===== src/rtl/data_rx_param_rgb.sv =====
`default_nettype none
// +----------------------------------------------------------------------------+
// | Module      : data_rx_param_rgb                                            |
// | Description : AL422 pixel receiver. Compares one intensity byte per clock  |
// |               against the PWM threshold through a 3-stage compare pipeline.|
// |               Packs the results into N_ROWS x CH colour bits. Generates    |
// |               LED shift-clock, PWM-counter and AL422-reset strobes.        |
// |               Supports stall, phase resync and an aligned (shadowed)       |
// |               output mode.                                                 |
// | Revision    : 1.0 - initial parametrised release                           |
// +----------------------------------------------------------------------------+
module data_rx_param_rgb #(
  parameter int DW          = 8,
  parameter int N_ROWS      = 2,
  parameter int CH          = 3,
  parameter int ALRST_PHASE = N_ROWS*CH-2,
  parameter int ALIGN_OUT   = 1
) (
  input  logic                   in_clk,
  input  logic                   in_nrst,
  input  logic                   in_en,
  input  logic                   in_sync,
  input  logic [DW-1:0]          in_data,
  input  logic [DW-1:0]          pwm_value,
  output logic                   led_clk,
  output logic                   pwm_cntr_strobe,
  output logic                   alrst_strobe,
  output logic                   out_load,
  output logic [N_ROWS*CH-1:0]   rgb_out
);

  localparam int PHASES = N_ROWS*CH;
  localparam int PW     = (PHASES > 1) ? $clog2(PHASES) : 1;
  // One extra code is reserved so that a tag can mean "no valid phase".
  localparam int TW     = $clog2(PHASES+1);
  localparam int HW     = DW/2;

  localparam logic [TW-1:0] TAG_NONE   = TW'(PHASES);
  localparam logic [PW-1:0] LAST_PHASE = PW'(PHASES-1);
  localparam logic [PW-1:0] ALRST_PH   = PW'(ALRST_PHASE);

  logic [PW-1:0]     phase_cntr;
  logic [PW-1:0]     eff_phase;

  logic [DW-1:0]     d1;
  logic [DW-1:0]     p1;
  logic [TW-1:0]     tag1;
  logic              hi_gt2;
  logic              hi_eq2;
  logic              lo_gt2;
  logic [TW-1:0]     tag2;
  logic              cmp3;
  logic [TW-1:0]     tag3;

  logic [CH-1:0]     row_bits;
  logic [N_ROWS-1:0] row_done;

  // A sync pulse overrides the counter so the current byte is treated as phase 0.
  assign eff_phase = in_sync ? '0 : phase_cntr;

  assign pwm_cntr_strobe = in_nrst & in_en & (eff_phase == '0);
  assign alrst_strobe    = in_nrst & in_en & (eff_phase == ALRST_PH);
  assign led_clk         = in_nrst & in_en & (eff_phase == LAST_PHASE);

  // Phase counter: advances from the effective phase, wrapping after the last phase.
  always_ff @(posedge in_clk) begin
    if (!in_nrst) begin
      phase_cntr <= '0;
    end else if (in_en) begin
      phase_cntr <= (eff_phase == LAST_PHASE) ? '0 : eff_phase + PW'(1);
    end
  end

  // S1: capture byte, threshold and the phase it belongs to.
  always_ff @(posedge in_clk) begin
    if (!in_nrst) begin
      d1   <= '0;
      p1   <= '0;
      tag1 <= TAG_NONE;
    end else if (in_en) begin
      d1   <= in_data;
      p1   <= pwm_value;
      tag1 <= TW'(eff_phase);
    end
  end

  // S2: split the magnitude compare into half-width pieces.
  always_ff @(posedge in_clk) begin
    if (!in_nrst) begin
      hi_gt2 <= 1'b0;
      hi_eq2 <= 1'b0;
      lo_gt2 <= 1'b0;
      tag2   <= TAG_NONE;
    end else if (in_en) begin
      hi_gt2 <= d1[DW-1:HW] >  p1[DW-1:HW];
      hi_eq2 <= d1[DW-1:HW] == p1[DW-1:HW];
      lo_gt2 <= d1[HW-1:0]  >  p1[HW-1:0];
      tag2   <= tag1;
    end
  end

  // S3: combine the halves into an exact unsigned data > threshold result.
  always_ff @(posedge in_clk) begin
    if (!in_nrst) begin
      cmp3 <= 1'b0;
      tag3 <= TAG_NONE;
    end else if (in_en) begin
      cmp3 <= hi_gt2 | (hi_eq2 & lo_gt2);
      tag3 <= tag2;
    end
  end

  // S4: row assembly. The shift register only keeps the CH-1 earlier bits;
  // the newest bit comes straight from S3 so a completed row is available
  // on the same edge that its last channel arrives.
  generate
    if (CH == 1) begin : g_ch_single
      assign row_bits = cmp3;
    end else begin : g_ch_multi
      logic [CH-2:0] shift_q;

      assign row_bits = {shift_q, cmp3};

      // Shift each compare result in, first byte ending up in the MSB.
      always_ff @(posedge in_clk) begin
        if (!in_nrst) begin
          shift_q <= '0;
        end else if (in_en) begin
          shift_q <= row_bits[CH-2:0];
        end
      end
    end
  endgenerate

  // Row r is complete when its last channel's tag reaches S4.
  always_comb begin
    row_done = '0;
    for (int r = 0; r < N_ROWS; r++) begin
      row_done[r] = (tag3 == TW'(r*CH + CH - 1));
    end
  end

  generate
    if (ALIGN_OUT != 0) begin : g_align
      logic [N_ROWS*CH-1:0] rgb_q;
      logic                 load_q;
      logic [N_ROWS*CH-1:0] aligned_next;

      if (N_ROWS > 1) begin : g_shadow
        logic [(N_ROWS-1)*CH-1:0] shadow_q;

        assign aligned_next = {row_bits, shadow_q};

        // Park completed rows until the final row of the group arrives.
        always_ff @(posedge in_clk) begin
          if (!in_nrst) begin
            shadow_q <= '0;
          end else if (in_en) begin
            for (int r = 0; r < N_ROWS-1; r++) begin
              if (row_done[r]) begin
                shadow_q[r*CH +: CH] <= row_bits;
              end
            end
          end
        end
      end else begin : g_no_shadow
        assign aligned_next = row_bits;
      end

      // Publish all rows together and flag the update for one cycle.
      always_ff @(posedge in_clk) begin
        if (!in_nrst) begin
          rgb_q  <= '0;
          load_q <= 1'b0;
        end else begin
          load_q <= 1'b0;
          if (in_en && row_done[N_ROWS-1]) begin
            rgb_q  <= aligned_next;
            load_q <= 1'b1;
          end
        end
      end

      assign rgb_out  = rgb_q;
      assign out_load = load_q;
    end else begin : g_legacy
      logic [N_ROWS*CH-1:0] rgb_q;

      // Each row goes to the output as soon as it is complete.
      always_ff @(posedge in_clk) begin
        if (!in_nrst) begin
          rgb_q <= '0;
        end else if (in_en) begin
          for (int r = 0; r < N_ROWS; r++) begin
            if (row_done[r]) begin
              rgb_q[r*CH +: CH] <= row_bits;
            end
          end
        end
      end

      assign rgb_out  = rgb_q;
      assign out_load = 1'b0;
    end
  endgenerate

endmodule
`default_nettype wire

===== config.mk =====
export PLATFORM = sky130hd
export DESIGN_NAME = data_rx_param_rgb
export DESIGN_NICKNAME = d
export VERILOG_FILES = /design/src/rtl/data_rx_param_rgb.sv
export SDC_FILE = /design/constraint.sdc
export NUM_CORES = 1
export LEC_CHECK = 0
export CORE_MARGIN = 4
export CORE_UTILIZATION = 45
export DETAILED_ROUTE_END_ITERATION = 10
export GPL_TIMING_DRIVEN = 0
export PLACE_DENSITY = 0.76
export SYNTH_ARGS = -nofsm -noshare
export SYNTH_HDL_FRONTEND = slang
export SYNTH_SLANG_ARGS = --single-unit

===== constraint.sdc =====
create_clock -name in_clk -period 3.3 [get_ports in_clk]
set_input_delay 0.99 -clock in_clk [delete_from_list [all_inputs] [get_ports in_clk]]
set_output_delay 0.99 -clock in_clk [all_outputs]
set_load 0.03 [all_outputs]

==> run_1/gate_families.png <==
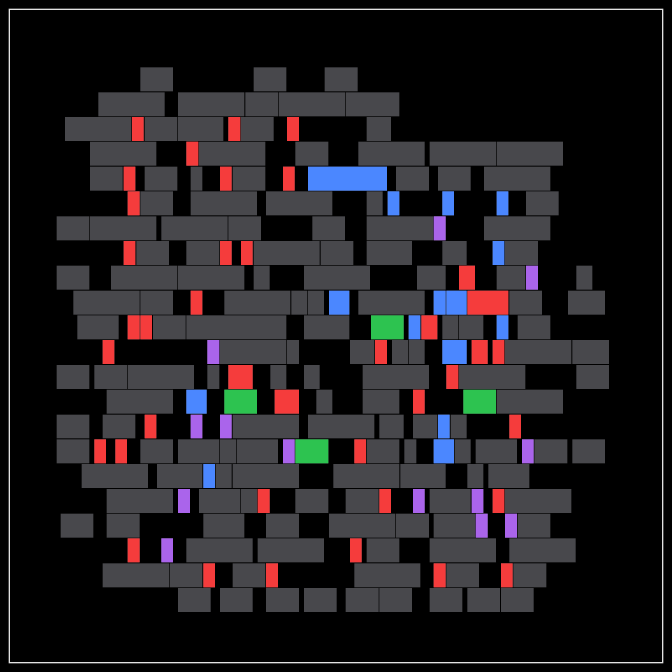
[green] AND-OR and OR-AND gates | cells: 4 | where: middle
[purple] inverters | cells: 13 | most used: inv_1
[blue] NAND gates | cells: 15 | most used: nand2_1
[red] NOR gates | cells: 39 | most used: nor2_1

==> run_1/cell_classes.png <==
Scale bar: 20 um.
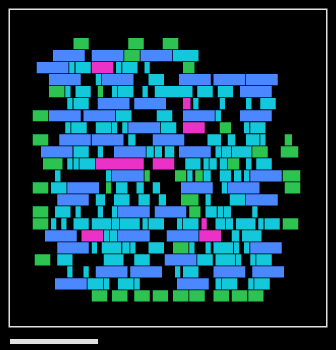
[cyan] all other logic | cells: 130
[green] other buffers and delay cells | cells: 38
[magenta] clock drivers and dummy loads | cells: 8
[blue] flip-flops | cells: 44

==> results.cfg, run 1 <==
; generated from flow reports
[die]
initCoreUtil_pct = 48.2
die-area_sq_um = 5120

[finish]
flops = 44
nNonClkInverters = 13
final_core_util_pct = 60.5
syn_to_final_growth_pct = 25.6
drive_above_1_share_pct = 9.55
flop_area_sq_um = 881
comb.multi_input.count = 117
seq_share_pct = 38.6
clkCellAreaFrac_pct = 4.72

[timing]
finalHoldViolations = 0
layout_setup_ws_ps = 73.4

[detailed_routing]
drt_pass1_iterations = 4

[hold_path]
min_from = tag1[0]$_SDFFE_PN0P_
hold_path_class = flip-flop to flip-flop

[synth]
yosysWarnings = 0
ys_seq_share_pct = 48.5
yosys_register_bits = 44

[power_and_ir_drop]
power.group.top = sequential cells
p_int_w = 0.000840
pg_clk_w = 0.000402
power_w = 0.00109
power.density_nw_per_um2 = 477

[outcome]
status = complete, no violations

[clocking]
postCtsHoldBufs = 0

[placed_design]
gp_congestion = 0.723

[critical_path]
critPathRequiredTime_ps = 2310
==> run_1/registers.png <==
Scale bar: 20 um. Other sequential cells in the stronger grey, the rest of the logic in the fainter grey.
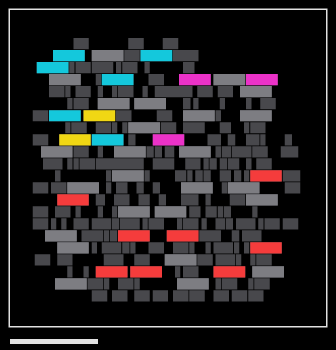
[red] d1 | flops: 8
[cyan] rgb_out | flops: 6 | where: top left
[yellow] g_ch_multi.shift_q | flops: 2
[magenta] tag1 | flops: 3

==> run_1/clock_map.png <==
Scale bar: 20 um.
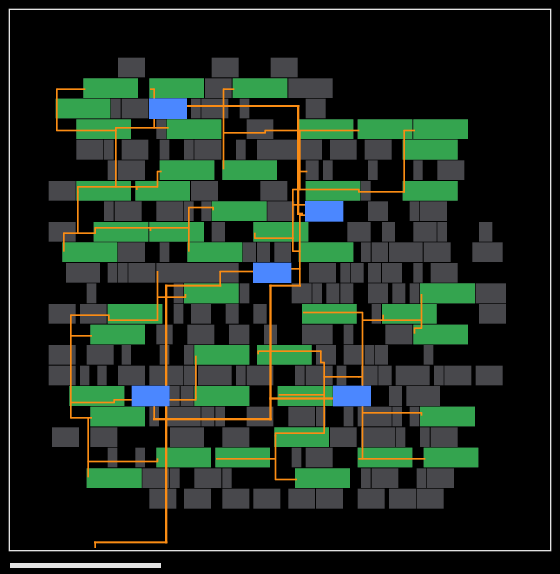
[orange] clock wires | length: 528 um
[blue] cells driving clock nets | count: 5
[green] flip-flops | count: 44
flops lie: all over the die

run 1: cells in the mapped netlist (3+ instances only):
cell type	count	area share [%]
buf_4	3	1.2
nand2_1	9	1.9
nor3_1	3	0.83
mux2i_1	33	18
inv_1	12	2.5
nor2_1	33	6.8
dfxtp_1	44	48
a21oi_1	9	2.5
ha_1	8	5.5
o21ai_0	4	1.1
clkbuf_1	3	0.62
run 1: what timing repair did:
action,in CTS,in global routing
endpoints found under the setup margin,3,2
buffers inserted,1,0
gates resized,11,5
run 1: cell usage in the layout (no fill, tap or decap), types with 5 or more instances in the layout:
cell,n
clkdlybuf4s50_1,24
inv_1,12
dfxtp_1,44
nand2_1,9
mux2i_1,33
clkbuf_8,5
ha_1,8
a21oi_1,9
nor2_1,33
run 1: worst max path at each step:
stage	from	slack, ps	cells past startpoint	endpoint
floorplan	in_en	220	3	alrst_strobe
global placement	in_nrst	-380	4	pwm_cntr_strobe
detailed placement	in_nrst	-410	4	alrst_strobe
CTS	in_nrst	-30	4	pwm_cntr_strobe
global route	in_sync	10	4	led_clk
finish	in_sync	70	4	led_clk
run 1: flip-flops by register name (all words and copies together) (netlist names):
signal,count
tag2,3
d1,8
phase_cntr,3
hi_gt2,1
out_load,1
g_align.g_shadow.shadow_q,3
rgb_out,6
lo_gt2,1
g_ch_multi.shift_q,2
tag1,3
hi_eq2,1
p1,8
cmp3,1
tag3,3
run 1: kinds of logic after synthesis:
logic type / count (synthesis) / synth area share, %
compound gates: 21 / 7.44
fa+ha+maj: 8 / 5.51
buf+inv: 22 / 5.72
flops: 44 / 48.5
mux: 33 / 18.2
simple gates: 55 / 14.7
run 1: per-stage QoR:
step	setup TNS [ps]	area, sq um
global placement	-1130	2160
CTS	-48.5	2280
floorplan	0	1820
finish	0	2280
global route	0	2280
detailed placement	-1190	2160
==> run_1/final_congestion.png <==
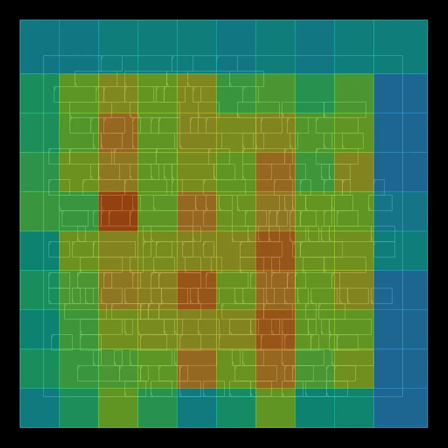

==> run 2: changes to the inputs <==
- CORE_UTILIZATION: 45 -> 56
- CTS_CLUSTER_SIZE: not set -> 24
- PLACE_DENSITY: 0.76 -> 0.9
==> run_2/final_congestion.png <==
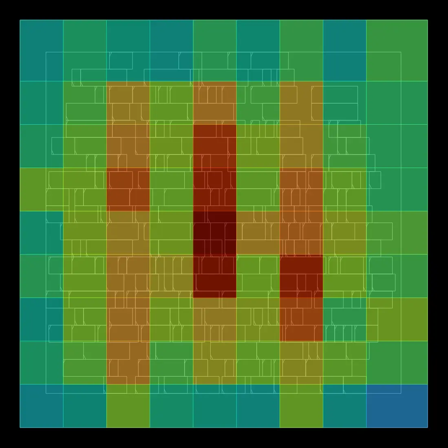
global-route met1 utilization: 21.7%
Routed WL per cell: 12.7 um
GR Util met3: 5.37%
final core utilization: 72.4%

==> run 2 against run 1 <==
  * Via count shrank 0.37%
  * Clock-buffer cell count grew 2
  * Sequential power is essentially flat
  * Clock power shrank 33%
  * Area after synthesis is the same
  * Sequential cell count is the same
  * Critical endpoint unchanged
==> results.cfg, run 2 <==
; generated from flow reports
[synth]
top_cells_by_area = dfxtp_1 (48%), mux2i_1 (18%), nor2_1 (6.8%), ha_1 (5.5%), a21oi_1 (2.5%)
yosys_register_bits = 44
xor_share_pct = 0
yosys.cell_count.top_type = dfxtp_1
ys_seq_share_pct = 48.5
synthTopCellsByCount = dfxtp_1 (44), mux2i_1 (33), nor2_1 (33)
yosysWarnings = 0
ys_sh_adder_pct = 5.51
synth.area.mux_share_pct = 18.2
yosys.area_share.simple_pct = 14.7
top_area_cell = dfxtp_1

[die]
die-area_sq_um = 4220
initCoreUtil_pct = 59.0

[clocking]
clk_pin_slew_worst_paths_ps = 120
cts_setup_buffers = 0
cts-resized-gates = 11

[power_and_ir_drop]
power_w = 0.000955

[timing]
finalSetupTns_ps = 0
finalHoldViolations = 0

[critical_path]
critPathRequiredTime_ps = 2310

[finish]
syn_to_final_growth_pct = 22.7
drive_above_1_share_pct = 9.05
lay_top_cells = dfxtp_1 (44), mux2i_1 (33), nor2_1 (33)
layout.cells.most_common = dfxtp_1

[placed_design]
gp_congestion = 0.800

[hold_path]
hold_path_class = flip-flop to flip-flop

[detailed_routing]
drt_pass1_iterations = 4

[outcome]
status = complete, no violations
run 2: stage by stage:
| stage | instance area (sq um) | setup WS, ps |
|---|---|---|
| global route | 2230 | 10.3 |
| CTS | 2210 | 17.9 |
| global placement | 2150 | -356 |
| finish | 2230 | 71.5 |
| floorplan | 1820 | 225 |
| detailed placement | 2150 | -340 |
run 2: final timing paths:
kind,start,to,slack (ps)
worst max-delay path,in_sync,led_clk,70
worst min register to register,tag1[0]$_SDFFE_PN0P_,tag1[0]$_SDFFE_PN0P_,490
worst min-delay path,tag1[0]$_SDFFE_PN0P_,tag1[0]$_SDFFE_PN0P_,490
worst max register to register,p1[3]$_SDFFE_PN0P_,lo_gt2$_SDFFE_PN0P_,2020
run 2: logic make-up (layout without fill, tap and decap cells):
logic type,Yosys count,count (layout)
DFF,44,44
adders and majority gates,8,8
AOI/OAI and AO/OA,21,21
muxes,33,33
buffers and inverters,22,60
and+or+nand+nor,55,55
run 2: area by class of cell:
class	instances	area (sq um)
plain buffers	9	57.6
clock buffers	8	58.8
fillers	244	850
inverters	13	48.8
multi-input cells	117	832
flip-flops and latches	44	881
well taps	44	55.1
repair buffers	30	295
run 2: worst max-delay path, stage by stage:
cell and delay (ps):
clkdlybuf4s50_1 490, nand3b_1 270, nor3_1 170, clkdlybuf4s15_2 320
run 2: routing by layer:
layer / wire [um] / vias up / track usage, %
li1: - / 696 / -
met1: 1550 / 606 / 21.7
met2: 1570 / 30 / 28.5
met3: 184 / 5 / 5.37
met4: 53 / 0 / 6.60
met5: 0 / - / 0
run 2: power by group:
part / leakage, nW / switching (W) / internal [W]
clock: 0.0326 / 0.000162 / 0.000105
combinational: 0.622 / 0.0000562 / 0.0000627
sequential: 0.360 / 0.0000141 / 0.000554
total: 1.01 / 0.000233 / 0.000722
Power is estimated from default activity; no workload was simulated.
